==> config.mk <==
export PLATFORM = sky130hd
export DESIGN_NAME = mod_redu_pipe_flat
export DESIGN_NICKNAME = d
export VERILOG_FILES = /design/src/rtl/mod_redu_pipe_if.sv /design/src/rtl/mod_redu_pipe.sv /design/src/flat_wrapper.sv
export SDC_FILE = /design/constraint.sdc
export NUM_CORES = 1
export LEC_CHECK = 0
export CORE_ASPECT_RATIO = 1.4
export CORE_MARGIN = 2
export CORE_UTILIZATION = 60
export CTS_CLUSTER_DIAMETER = 200
export CTS_CLUSTER_SIZE = 25
export DETAILED_ROUTE_END_ITERATION = 6
export GPL_TIMING_DRIVEN = 0
export PLACE_DENSITY = 0.77
export SYNTH_ARGS = -nofsm -noshare
export SYNTH_HDL_FRONTEND = slang
export SYNTH_SLANG_ARGS = --single-unit
export TNS_END_PERCENT = 10
==> constraint.sdc <==
create_clock -name clk -period 7.1 [get_ports clk]
set_clock_uncertainty 0.2 [all_clocks]
set_input_delay 1.775 -clock clk [delete_from_list [all_inputs] [get_ports clk]]
set_output_delay 1.775 -clock clk [all_outputs]
set_load 0.01 [all_outputs]
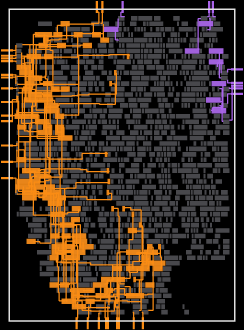
Fig. 1. Nets reached from selected ports (run 1).
(2 px per µm)
bus_out_tag: drawn in purple, bits 8, direction output, edge 5 right, 3 top, end cells 8, buffers 8, wire 159 µm. bus_in_data: drawn in orange, bits 24, direction input, edge 13 left, 9 bottom, 2 top, end cells 112, buffers 24, wire 2790 µm.
IO buf count: 56
num ports: 59

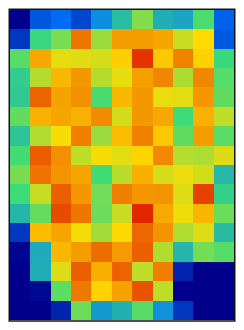
Fig. 2. Local utilization (run 1).
(2 px per µm) 11 x 16 tiles, from dark blue (low) to red (high), 0 to 100% covered.
40% of the tiles are over 75% full. 8.0% of the tiles are nearly empty. The emptiest ninth of the die: lower right. The fullest tile reaches 96%. The mean over all tiles is 61%.
core area: 0.0161 mm²
Finished Core Util: 67.3%
FP Util: 60.8%

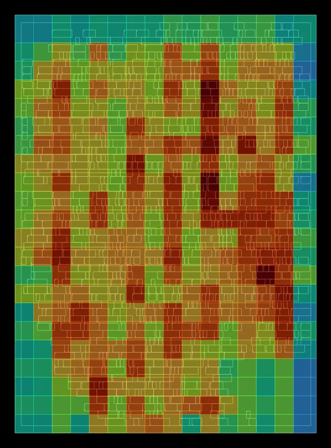
Fig. 3. Congestion heat map (run 1).
gr usage total: 27.2%
met3 Usage GRT: 2.77%

==> flow_summary.ini, run 1 <==
; implementation run metrics
[run_status]
outcome = complete, no violations

[sta]
setup_viol = 0
fmax_ghz = 0.145
worst_slew_pin_slew_ns = 0.686
tns_ns = 0

[synthesis]
avgSynthCellArea_um2 = 9.47
syn_inst = 1034
synthArstFlopShare_pct = 0
topCombFamilyByArea = adder cells
synth_xor_xnor_area_share_pct = 3.85
syn-cell-area_mm2 = 0.00979
synth.cellmix.simpleShare_pct = 8.92
edf_count = 0
common_cells = 187 x inv_1, 166 x ha_1, 136 x fa_1, 116 x nand2_1, 80 x dfxtp_1
ys_types = 64
synthMuxAreaShare_pct = 0.204
top_cell_area_share_pct = 27.8
numSynthFlops = 80
most_common_cell = inv_1
ys_cells = 1034
synth_nets = 1372

[worst_setup_path]
cp.required_ns = 7.13
r2r_slack_ns = 2.88
path_buffers = 3
start_kind = input pin
crit_fanout = 6
rr_worst_depth = 15
crit_chain = clkdlybuf4s15_1 > fa_1 > fa_1 > fa_1 > fa_1 > inv_1 > fa_1 > inv_1 > ha_1 > nand2_1 > a2111oi_0 > o21ai_1 > o31ai_4 > o31a_4 > o22ai_2 > xnor2_1 > a22o_1
path_common_cell = fa_1

[layout]
diodes = 0
drive_above_1_share_pct = 4.70
fin_area_mm2 = 0.0108
final_cell_mix = 187 x inv_1, 166 x ha_1, 136 x fa_1
lay_top_count = inv_1

[grt]
grt_pass1_vias = 7898
grt_pass1_wl_um = 37400
grt_start_max_net_pins = 16
overflow = 0

[detailed_routing]
vias = 7352
drt_iter0_drc = 308
totalWireLength_um = 22000
firstDrtPassIters = 5
drc_errors = 0

[clocking]
numCtsBuffers = 9
htreeDepth = 3
insertion_delay_ns = 0.34
clkSlewWorstSetupHoldPaths_ns = 0.07
postCtsSetupBuffers = 0
root_buffer = clkbuf_16
clockBufferDepth = 2
cts_tree = yes
ctsHoldBuffers = 0

[floorplanning]
die_area_mm2 = 0.0174
fp.dieW_um = 112

[worst_hold_path]
holdCritPathClass = flop to flop
==> run 1: kinds of logic (layout without fill, tap and decap cells) <==
family	after synthesis	count (layout)
adders and majority gates	302	302
xor gates and xnor gates	43	43
AOI/OAI and AO/OA	188	188
DFF	80	80
and+or+nand+nor	201	201
other	1	1
buffers and inverters	217	289
muxes	2	2
==> run 1: what timing repair did <==
action / CTS / global route
pin swaps: 0 / 1
endpoints found under the setup margin: 9 / 10
gates resized: 18 / 35
==> run 1: routing by layer <==
metal	vias to the layer above	track usage, %	share of wire [%]
met5	-	0	0
met3	53	2.77	3.0
met4	0	12.3	4.5
met1	3606	30.3	38
li1	3519	-	-
met2	174	52.0	54
==> run 1: worst register-to-register path, stage by stage (launching register included) <==
cell and delay [ns]:
dfxtp_1 0.37, inv_1 0.15, fa_1 0.41, fa_1 0.52, inv_1 0.06, fa_1 0.52, xor2_1 0.18, ha_1 0.30
a21o_1 0.19, a21oi_1 0.20, o21bai_1 0.11, a21oi_1 0.25, o21ai_1 0.15, a31oi_1 0.22, xnor2_1 0.10, a22o_1 0.19
==> run 1: per-stage QoR <==
| stage | setup slack (ns) | hold WS (ns) |
|---|---|---|
| after CTS | 0.0120 | 0.252 |
| final | 0.202 | 0.251 |
| after global routing | 0.00710 | 0.267 |
| after floorplan | 0.653 | 0.232 |
| after global placement | -0.562 | 0.239 |
| after detailed placement | -0.592 | 0.243 |
==> run 1: final cells by class <==
| class | instances | area [µm²] |
|---|---|---|
| Clock inverter | 6 | 51.3 |
| Sequential cell | 80 | 1600 |
| Tap cell | 199 | 249 |
| Timing Repair Buffer | 56 | 495 |
| Fill cell | 1279 | 5270 |
| Inverter | 187 | 702 |
| Clock buffer | 10 | 239 |
| Buffer | 30 | 125 |
| Multi-Input combinational cell | 737 | 7370 |
Fig. 4: run 1, clock network drawn from the DEF
(2 px per µm)
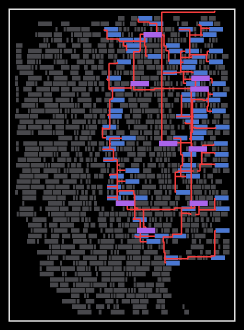

==> run 2, diff against run 1 <==
- CTS_CLUSTER_SIZE: 25 -> 10
- MAX_ROUTING_LAYER: default -> met4
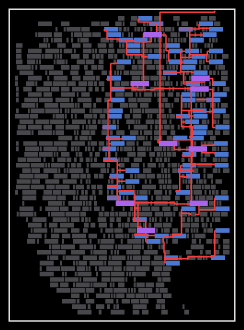
Fig. 5. Clock network drawn from the DEF (run 2).
(2 px per µm)
flip-flops: drawn in blue, count 80. clock drivers: drawn in purple, count 9. clock wires: drawn in red, length 994 µm.
There are 10 routed clock nets.

==> run 2 against run 1 <==
Synthesized area stayed put. Via count is 0.34% lower. Synthesized cell count unchanged. Core utilization is the same. Sequential share of layout area did not move. Fmax is essentially flat. Critical endpoint unchanged. Highest routed layer unchanged.
==> flow_summary.ini, run 2 <==
; implementation run metrics
[synthesis]
numSynthFlops = 80
ys_warn_count = 0
common_cells = 187 x inv_1, 166 x ha_1, 136 x fa_1, 116 x nand2_1, 80 x dfxtp_1
synth_seq_share_pct = 16.4
avgSynthCellArea_um2 = 9.47
synth-main-ff-cell = dfxtp_1
most_common_cell = inv_1
edf_count = 0
synthArstFlopShare_pct = 0
synth_nets = 1372
syn-cell-area_mm2 = 0.00979
top_cell_area_share_pct = 27.8
synth_chip_area_mm2 = 0.00979
ys_types = 64
ys_cells = 1034
syn_inst = 1034
ys_top_cells_by_area = fa_1 28%, ha_1 21%, dfxtp_1 16%

[floorplanning]
die_area_mm2 = 0.0174
num_io_pins = 59
fp.dieW_um = 112
nWellTaps = 199
num_rows = 55
coreArea_mm2 = 0.0161
fp-utilization_pct = 60.8
die_y_um = 155

[layout]
syn2layout_area_growth_pct = 10.7
n_all_buffers = 86
sh_seq_area_pct = 14.8
largestClassByArea = logic gates
clock_area_share_pct = 2.68
final_cell_mix = 187 x inv_1, 166 x ha_1, 136 x fa_1
nFillCells = 1279
comb.multi_input.count = 737
inverters_excl_clock = 187
post-route-util_pct = 67.3
logic_area_mm2 = 0.00737
clock_buffers = 10
regArea_mm2 = 0.00160
seq_cell_count = 80
comb_area_share_pct = 68.0
diodes = 0
drive_above_1_share_pct = 4.70
lay_top_count = inv_1
bufAreaShareNonClock_pct = 5.73

[clocking]
clockBufferDepth = 2
htreeDepth = 3
root_buffer = clkbuf_16
clock_sinks = 80
cts_tree = yes
ctsHoldBuffers = 0
clkSlewWorstSetupHoldPaths_ns = 0.07
insertion_delay_ns = 0.34
numCtsBuffers = 9

[sta]
period_minus_slack_ns = 6.90
setup_viol = 0
finalWorstSetupSlack_ns = 0.199
hold_slack_ns = 0.252
fmax_ghz = 0.145
worst_slew_pin_slew_ns = 0.673
rsz0062_at_grt = no

[detailed_routing]
drc_errors = 0
vias = 7327
firstDrtPassIters = 5
totalWireLength_um = 22000
via_per_inst = 5.61
drt_iter0_drc = 252

[worst_setup_path]
r2r_slack_ns = 2.88
cp.required_ns = 7.13
rr_worst_depth = 15
crit_fanout = 6
start_kind = input pin

[place]
pre_cts_ws_ns = -0.592
hpwl_um = 18300
numPortBuffers = 56

[worst_hold_path]
hold_path_depth = 2
holdCritPathClass = flop to flop

[grt]
overflow = 0
grt_pass1_wl_um = 37400
grt_start_max_net_pins = 16
grt_pass1_vias = 7921
top_usage_layer = met2

[run_status]
outcome = complete, no violations
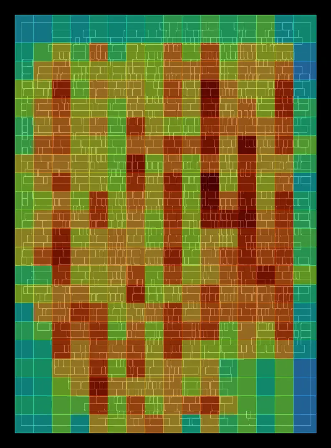
Fig. 6. Congestion heat map (run 2).
gr usage total: 28.0%
met1 usage: 30.4%
routed len/inst: 16.9 µm
met3 Usage GRT: 2.73%
met2 global-route usage: 51.7%

## run 2: metal layers
layer / share of wire [%] / routed length, µm / vias up
met4: 4.6 / 1030 / 0
met1: 39 / 8590 / 3585
met3: 2.8 / 618 / 59
met5: 0 / 0 / -
li1: - / - / 3514
met2: 54 / 11800 / 169
## run 2: worst max-delay path, cell delays in order
cell	delay, ns
clkdlybuf4s15_1	0.37
fa_1	0.64
fa_1	0.47
fa_1	0.49
fa_1	0.49
inv_1	0.05
fa_1	0.52
inv_1	0.04
ha_1	0.30
nand2_1	0.11
a2111oi_0	0.42
o21ai_1	0.25
o31ai_4	0.35
o31a_4	0.21
o22ai_2	0.08
xnor2_1	0.15
a22o_1	0.20
## run 2: through the flow
stage	std cells	TNS, ns	area, µm²
after global placement	1289	-5.19	10600
after floorplan	1034	0	9790
after global routing	1305	0	10800
after CTS	1305	0	10900
after detailed placement	1289	-5.51	10600
final	1305	0	10800
## run 2: kinds of logic (layout without fill, tap and decap cells)
family / count (synthesis) / count (layout) / share of synthesized area, %
other: 1 / 1 / 0.0383
AND-OR/OR-AND: 188 / 188 / 13.2
adder cells (fa/ha/maj): 302 / 302 / 49.0
multiplexers: 2 / 2 / 0.205
XOR/XNOR: 43 / 43 / 3.85
AND/OR/NAND/NOR: 201 / 201 / 8.92
buffers and inverters: 217 / 289 / 8.45
flip-flops: 80 / 80 / 16.4
## run 2: what timing repair did
action                                  CTS  global route
setup buffers                             0             0
hold endpoints to repair                  0             0
pin swaps                                 0             1
resized                                  18            35
endpoints found under the setup margin    9            10
